**Floorplan with the power grid**

The bar under the picture is 100 µm long. Pins as bars on the die edge. Tap cells in grey.
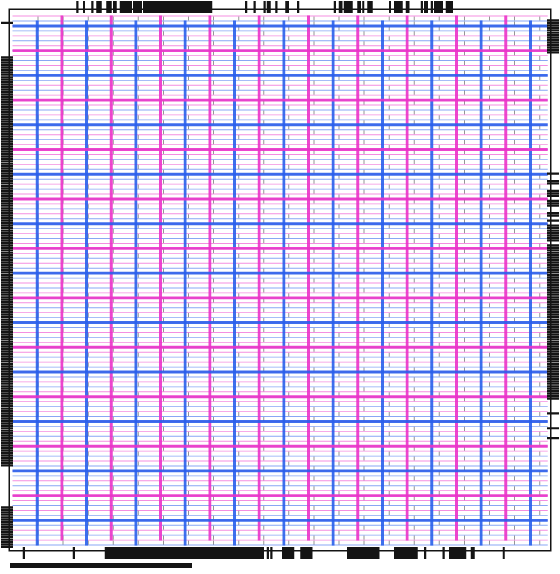
**Placed standard cells**

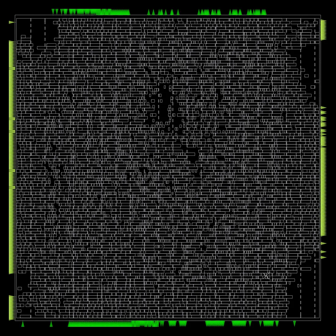
**Nets reached from selected ports**

The bar under the picture is 100 µm long.
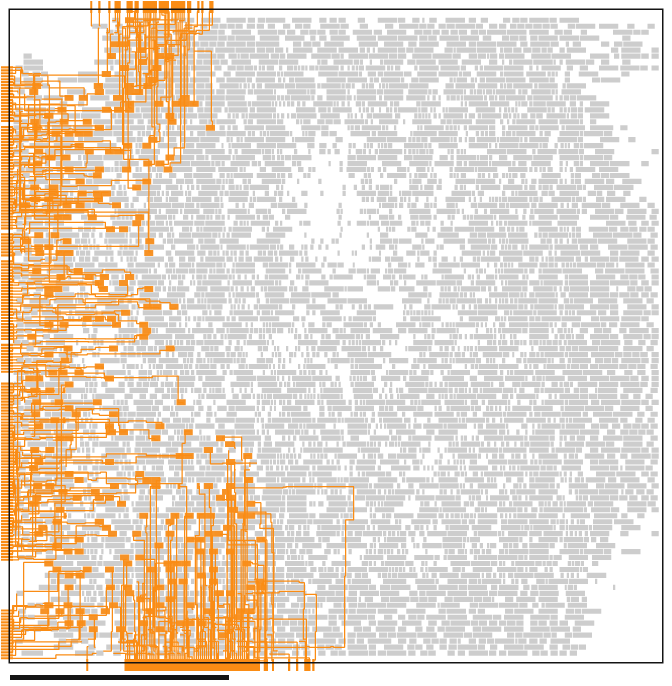
**Cells coloured by class**

Fill, decap, tap and diode cells in grey.
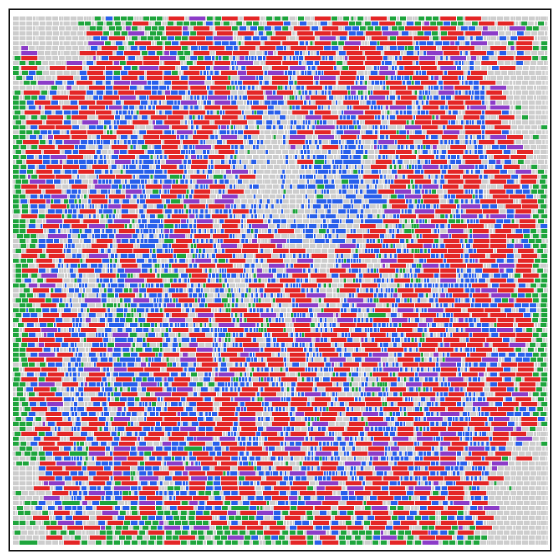
===== config.mk =====
export PLATFORM = sky130hd
export DESIGN_NAME = poly_to_int_converter
export DESIGN_NICKNAME = d
export VERILOG_FILES = /design/src/rtl/poly_to_int_converter.sv
export SDC_FILE = /design/constraint.sdc
export NUM_CORES = 2
export LEC_CHECK = 0
export CORE_UTILIZATION = 57
export CTS_CLUSTER_DIAMETER = 30
export DETAILED_ROUTE_END_ITERATION = 10
export GPL_TIMING_DRIVEN = 0
export PLACE_DENSITY = 0.8
export SYNTH_ARGS = -nofsm -noshare
export SYNTH_HDL_FRONTEND = slang
export SYNTH_SLANG_ARGS = --single-unit

===== constraint.sdc =====
create_clock -name i_clk -period 8.1 [get_ports i_clk]
set_input_delay 1.62 -clock i_clk [delete_from_list [all_inputs] [get_ports i_clk]]
set_output_delay 1.62 -clock i_clk [all_outputs]
set_load 0.005 [all_outputs]

===== src/rtl/poly_to_int_converter.sv =====
// Converts a redundant polynomial-coefficient result to a canonical integer below MODULUS:
// word-serial carry normalisation followed by repeated word-serial conditional subtraction.
module poly_to_int_converter #(
  parameter int unsigned WORD_BITS       = 16,
  parameter int unsigned NUM_WORDS       = 16,
  parameter logic [WORD_BITS*NUM_WORDS-1:0] MODULUS =
    {1'b0, {(WORD_BITS*NUM_WORDS-1){1'b1}}} - (WORD_BITS*NUM_WORDS)'(9),
  parameter int unsigned REDUN_WORD_BITS = 1,
  parameter int unsigned I_WORD          = NUM_WORDS + 1,
  parameter int unsigned COEF_BITS       = WORD_BITS + REDUN_WORD_BITS,
  parameter int unsigned MAX_SUBS        = 4
) (
  input  logic                                 i_clk,
  input  logic                                 i_rst_n,
  input  logic                                 i_val,
  output logic                                 o_rdy,
  input  logic [I_WORD-1:0][COEF_BITS-1:0]     i_dat,
  output logic                                 o_val,
  input  logic                                 i_rdy,
  output logic [WORD_BITS*NUM_WORDS-1:0]       o_dat,
  output logic                                 o_err
);

  localparam int unsigned INT_BITS = WORD_BITS * NUM_WORDS;
  localparam int unsigned C_BITS   = REDUN_WORD_BITS + 1;
  localparam int unsigned V_WORDS  = I_WORD + 1;
  localparam int unsigned IDX_BITS = $clog2(V_WORDS);
  localparam int unsigned CNT_BITS = $clog2(MAX_SUBS + 1);
  localparam int unsigned S_BITS   = COEF_BITS + 1;
  localparam int unsigned D_BITS   = WORD_BITS + 1;

  typedef enum logic [2:0] {S_IDLE, S_CARRY, S_SUB, S_DECIDE, S_DONE} state_t;

  state_t                r_state;
  state_t                w_next;
  logic [COEF_BITS-1:0]  r_coef [I_WORD];
  logic [WORD_BITS-1:0]  r_v    [V_WORDS];
  logic [WORD_BITS-1:0]  r_diff [V_WORDS];
  logic [C_BITS-1:0]     r_c;
  logic                  r_b;
  logic [IDX_BITS-1:0]   r_idx;
  logic [CNT_BITS-1:0]   r_cnt;
  logic                  r_rdy;
  logic                  r_val;
  logic                  r_err;
  logic [INT_BITS-1:0]   r_dat;

  logic [COEF_BITS-1:0]  w_coef;
  logic [WORD_BITS-1:0]  w_vk;
  logic [WORD_BITS-1:0]  w_mk;
  logic [S_BITS-1:0]     w_sum;
  logic [C_BITS-1:0]     w_c_next;
  logic [D_BITS-1:0]     w_diff;
  logic                  w_accept;
  logic                  w_last_carry;
  logic                  w_last_sub;
  logic                  w_retry;

  // Word selectors for the serial datapath (M words above NUM_WORDS read as zero)
  always_comb begin
    w_coef = '0;
    w_vk   = '0;
    w_mk   = '0;
    for (int k = 0; k < int'(I_WORD); k++)
      if (r_idx == IDX_BITS'(k)) w_coef = r_coef[k];
    for (int k = 0; k < int'(V_WORDS); k++)
      if (r_idx == IDX_BITS'(k)) w_vk = r_v[k];
    for (int k = 0; k < int'(NUM_WORDS); k++)
      if (r_idx == IDX_BITS'(k)) w_mk = MODULUS[k*WORD_BITS +: WORD_BITS];
  end

  assign w_sum        = S_BITS'(w_coef) + S_BITS'(r_c);
  assign w_c_next     = C_BITS'(w_sum >> WORD_BITS);
  assign w_diff       = D_BITS'(w_vk) - D_BITS'(w_mk) - D_BITS'(r_b);
  assign w_accept     = (r_state == S_IDLE) && i_val && r_rdy;
  assign w_last_carry = (r_idx == IDX_BITS'(I_WORD - 1));
  assign w_last_sub   = (r_idx == IDX_BITS'(I_WORD));
  assign w_retry      = (r_state == S_DECIDE) && !r_b && (r_cnt != CNT_BITS'(MAX_SUBS));

  always_ff @(posedge i_clk or negedge i_rst_n) begin
    if (!i_rst_n) r_state <= S_IDLE;
    else          r_state <= w_next;
  end

  always_comb begin
    w_next = r_state;
    case (r_state)
      S_IDLE:   if (w_accept) w_next = S_CARRY;
      S_CARRY:  if (w_last_carry) w_next = S_SUB;
      S_SUB:    if (w_last_sub) w_next = S_DECIDE;
      S_DECIDE: w_next = w_retry ? S_SUB : S_DONE;
      S_DONE:   if (i_rdy) w_next = S_IDLE;
      default:  w_next = S_IDLE;
    endcase
  end

  // Serial datapath: capture, carry propagation, subtraction, and difference commit
  always_ff @(posedge i_clk or negedge i_rst_n) begin
    if (!i_rst_n) begin
      for (int k = 0; k < int'(I_WORD); k++) r_coef[k] <= '0;
      for (int k = 0; k < int'(V_WORDS); k++) begin
        r_v[k]    <= '0;
        r_diff[k] <= '0;
      end
      r_c   <= '0;
      r_b   <= 1'b0;
      r_idx <= '0;
      r_cnt <= '0;
    end else begin
      case (r_state)
        S_IDLE: if (w_accept) begin
          for (int k = 0; k < int'(I_WORD); k++) r_coef[k] <= i_dat[k];
          r_cnt <= '0;
          r_idx <= '0;
          r_c   <= '0;
        end
        S_CARRY: begin
          r_v[r_idx] <= w_sum[WORD_BITS-1:0];
          r_c        <= w_c_next;
          if (w_last_carry) begin
            r_v[I_WORD] <= WORD_BITS'(w_c_next);
            r_idx       <= '0;
            r_b         <= 1'b0;
          end else begin
            r_idx <= r_idx + IDX_BITS'(1);
          end
        end
        S_SUB: begin
          r_diff[r_idx] <= w_diff[WORD_BITS-1:0];
          r_b           <= w_diff[WORD_BITS];
          r_idx         <= w_last_sub ? '0 : r_idx + IDX_BITS'(1);
        end
        S_DECIDE: if (w_retry) begin
          for (int k = 0; k < int'(V_WORDS); k++) r_v[k] <= r_diff[k];
          r_cnt <= r_cnt + CNT_BITS'(1);
          r_b   <= 1'b0;
          r_idx <= '0;
        end
        default: ;
      endcase
    end
  end

  // Registered handshake and result; result latched on entry to DONE and held there
  always_ff @(posedge i_clk or negedge i_rst_n) begin
    if (!i_rst_n) begin
      r_rdy <= 1'b1;
      r_val <= 1'b0;
      r_err <= 1'b0;
      r_dat <= '0;
    end else begin
      r_rdy <= (w_next == S_IDLE);
      r_val <= (w_next == S_DONE);
      if (r_state == S_DECIDE && w_next == S_DONE) begin
        r_err <= !r_b;
        for (int k = 0; k < int'(NUM_WORDS); k++)
          r_dat[k*WORD_BITS +: WORD_BITS] <= r_v[k];
      end
    end
  end

  assign o_rdy = r_rdy;
  assign o_val = r_val;
  assign o_err = r_err;
  assign o_dat = r_dat;

endmodule


==> Slide: Implementation Results <==
Flow Results at a Glance

Run status
  • Status: complete, but fails checks
  • Failing checks: DRC

Route
  • Post-route ant nets: 0
  • Routed vias: approximately 45000
  • Initial DRC count: 7145
  • Routed wire per std cell: roughly 32 µm
  • Drt total wl: 208 mm
  • Initial DRT Pass Iterations: 11
  • Vias per Instance: slightly below 7
  • Drt drc: 1

Synthesis
  • YS warnings: 0
  • Yosys top cell by area: dfrtp_1
  • Syn_area_per_cell: approximately 11 µm²
  • Most frequent cells after synthesis: 1137 x dfrtp_1, 599 x o21ai_0, 558 x mux2_2
  • Netlist cell types: about 86
  • Top cells, area: dfrtp_1 57%, mux2_2 13%, o21ai_0 6.0%
  • Top-count cell post-synth: dfrtp_1
  • Post-synth EDFFs: 0
  • Cell Area, Synth: a little under 50000 µm²
  • Yosys stat cell total: around 4400
  • Synth Flop Type: dfrtp_1
  • Synthesized chip area reported by yosys: between 40000 and 50000 µm²
  • Post-synth ARST share: 100%
  • Post-Syn Nets: about 4700

Placement
  • Detail Placement HPWL: about 140 mm
  • Cell Area, Placed: ~57000 µm²
  • Pre-CTS WS: -1.40 ns
  • GPL Wtd Cong: about 1.1
  • DP Cell Count: roughly 6000

Clock network
  • Clk sink count: about 1100
  • Clock buffer count from CTS: slightly below 200
  • CTS tree: yes
  • Clk slew on worst S/H paths: ~0.050 ns
  • Worst skew pair latency: between 0.8 and 0.9 ns

Critical path
  • RR Endpoint: r_diff[238]$_DFFE_PN0P_
  • Worst setup SP type: flip-flop
  • Levels on crit path: 26
  • Worst Setup End Kind: flip-flop
  • Top delay family on crit path: AND-OR/OR-AND gates
  • Origin of the critical flop-to-flop path: r_idx[1]$_DFFE_PN0P_
  • CP arrival: between 8 and 9 ns
  • Crit-path max cell delay: 0.76 ns
  • R2R setup slack: approximately 0.086 ns
  • Worst-path maximum fanout: 19
  • WP data required: about 8.7 ns

STA
  • Slew Viols, Final: 0
  • Fmax: between 100 and 150 MHz
  • Clock skew: 0.0401 ns
  • Setup repair after global routing missed its margin: false
  • Worst-Margin Slew: roughly 1.4 ns
  • Setup ws final: 0.0859 ns
  • Final Setup Violations: 0
  • Fin crit period: between 8 and 9 ns
  • Min Hold Slack: between 0.4 and 0.5 ns
  • Relative slew slack: 3.78%
  • TNS Setup: 0 ns
  • Final hold violation count: 0

Global route
  • Antenna violations before repair: 23
  • Largest net degree at the start of global routing: roughly 190
  • First-pass GRT wire length: 300 mm
  • Grt ovf: 0

Run
  • Max capacitance violation total: 0
  • Tool warning count: about 64

Final layout
  • Area Overhead vs Synth: 29.6%
  • Share of layout cells above drive strength 1: 20.2%

Min path
  • Hold_sp: r_diff[275]$_DFFE_PN0P_

Die
  • Fp util: between 50% and 60%
  • Die Area: 88300 µm²
Back to the opening pictures, 'floorplan with the power grid':
- blue: VSS
- magenta: VDD
- rows: 107
- met5 straps: 21
Die Ht: 297 µm
die width: 297 µm
Core ar.: 85700 µm²

Back to the opening pictures, 'placed standard cells':
Rows: 107
Util after Layout: 75.1%
Non-Filler Instances: 6484
fraction of area in registers: 44.3%
Flops: 1138

Back to the opening pictures, 'nets reached from selected ports':
- orange: i_dat (bits 289; direction input; end cells 289; wire 14300 µm)

Back to the opening pictures, 'cells coloured by class':
- purple: clock drivers and dummy loads (cells 369; share of their area 11%)
- green: remaining buffers and delay cells (cells 942; share of their area 12%)
- red: sequential cells (cells 1138; share of their area 45%)
- blue: combinational and other logic (cells 2871; share of their area 32%)

-- sequential cells by signal, summed over array words and instances (netlist names), 2 cells and up --
signal	flops
o_dat	256
r_c	2
r_cnt	3
r_coef	289
r_diff	288
r_idx	5
r_state	3
r_v	288
-- routing by layer --
metal	global-route usage [%]	up-vias	wire length [µm]	share of wire, %
met5	0.649	-	230	0.11
met2	68.8	4186	89500	43
met1	56.6	22000	70700	34
li1	-	17700	-	-
met3	17.6	1224	29600	14
met4	33.2	22	18000	8.7
-- cell families (layout without fill, tap and decap cells) --
group           Yosys count  count (layout)  synth area share, %
compound gates         1392            1392                 17.3
xor+xnor                 32              32                0.663
flops                  1138            1138                 57.4
buf+inv                 413            1360                 3.43
other cells               0              20                    0
simple gates            799             799                 7.44
fa+ha+maj                40              40                 1.05
mux                     559             559                 12.7
-- cells in the final DEF (no fill, tap or decap), types with 14 or more instances in the layout --
cell	Yosys	routed
dfrtp_1	1137	1137
o21ai_0	599	598
mux2_2	558	558
clkdlybuf4s50_1	0	550
nand2_1	436	436
clkbuf_1	284	280
a22oi_1	228	228
clkbuf_16	0	198
a21oi_1	166	166
nor2_1	140	139
o21ai_1	64	65
a221oi_1	58	58
o22ai_1	56	56
nor3_1	56	54
inv_1	49	48
a32oi_1	37	37
ha_1	37	37
clkinv_2	0	35
nand3_1	34	33
o221ai_1	32	32
buf_1	33	31
inv_6	0	30
or3_1	29	29
buf_2	26	26
a211oi_1	25	25
bufinv_16	0	24
clkinv_4	0	23
clkinvlp_4	0	22
diode_2	0	20
clkbuf_8	0	20
buf_6	13	18
buf_4	4	18
o211ai_1	16	16
and3_1	16	16
a222oi_1	15	15
a221o_1	15	15
a21o_1	14	14
-- repair_timing --
action                                  CTS  global route
pin swaps                                 0             1
gates resized                            12            11
endpoints found under the setup margin  126           128
hold buffers                              0             0
buffers inserted                          4             9
-- worst max-delay path by stage --
stage | start | to | slack, ns
floorplan | r_idx[0]$_DFFE_PN0P_ | r_diff[286]$_DFFE_PN0P_ | 2.19
global route | r_idx[0]$_DFFE_PN0P_ | r_diff[286]$_DFFE_PN0P_ | 0.01
detailed placement | r_idx[0]$_DFFE_PN0P_ | r_diff[238]$_DFFE_PN0P_ | -1.40
finish | r_idx[1]$_DFFE_PN0P_ | r_diff[238]$_DFFE_PN0P_ | 0.09
CTS | r_idx[0]$_DFFE_PN0P_ | r_diff[266]$_DFFE_PN0P_ | 0.02
global placement | i_rst_n | o_dat[181]$_DFFE_PN0P_ | -44.95
-- layout make-up --
type / count / area [µm²]
flip-flops and latches: 1138 / 28500
plain buffers: 358 / 1510
clock inverters: 144 / 1720
repair buffers: 584 / 5990
fillers: 5663 / 21400
well taps: 1144 / 1430
diodes: 20 / 50.0
multi-input cells: 2822 / 19700
clock buffers: 225 / 5260
inverters: 49 / 188
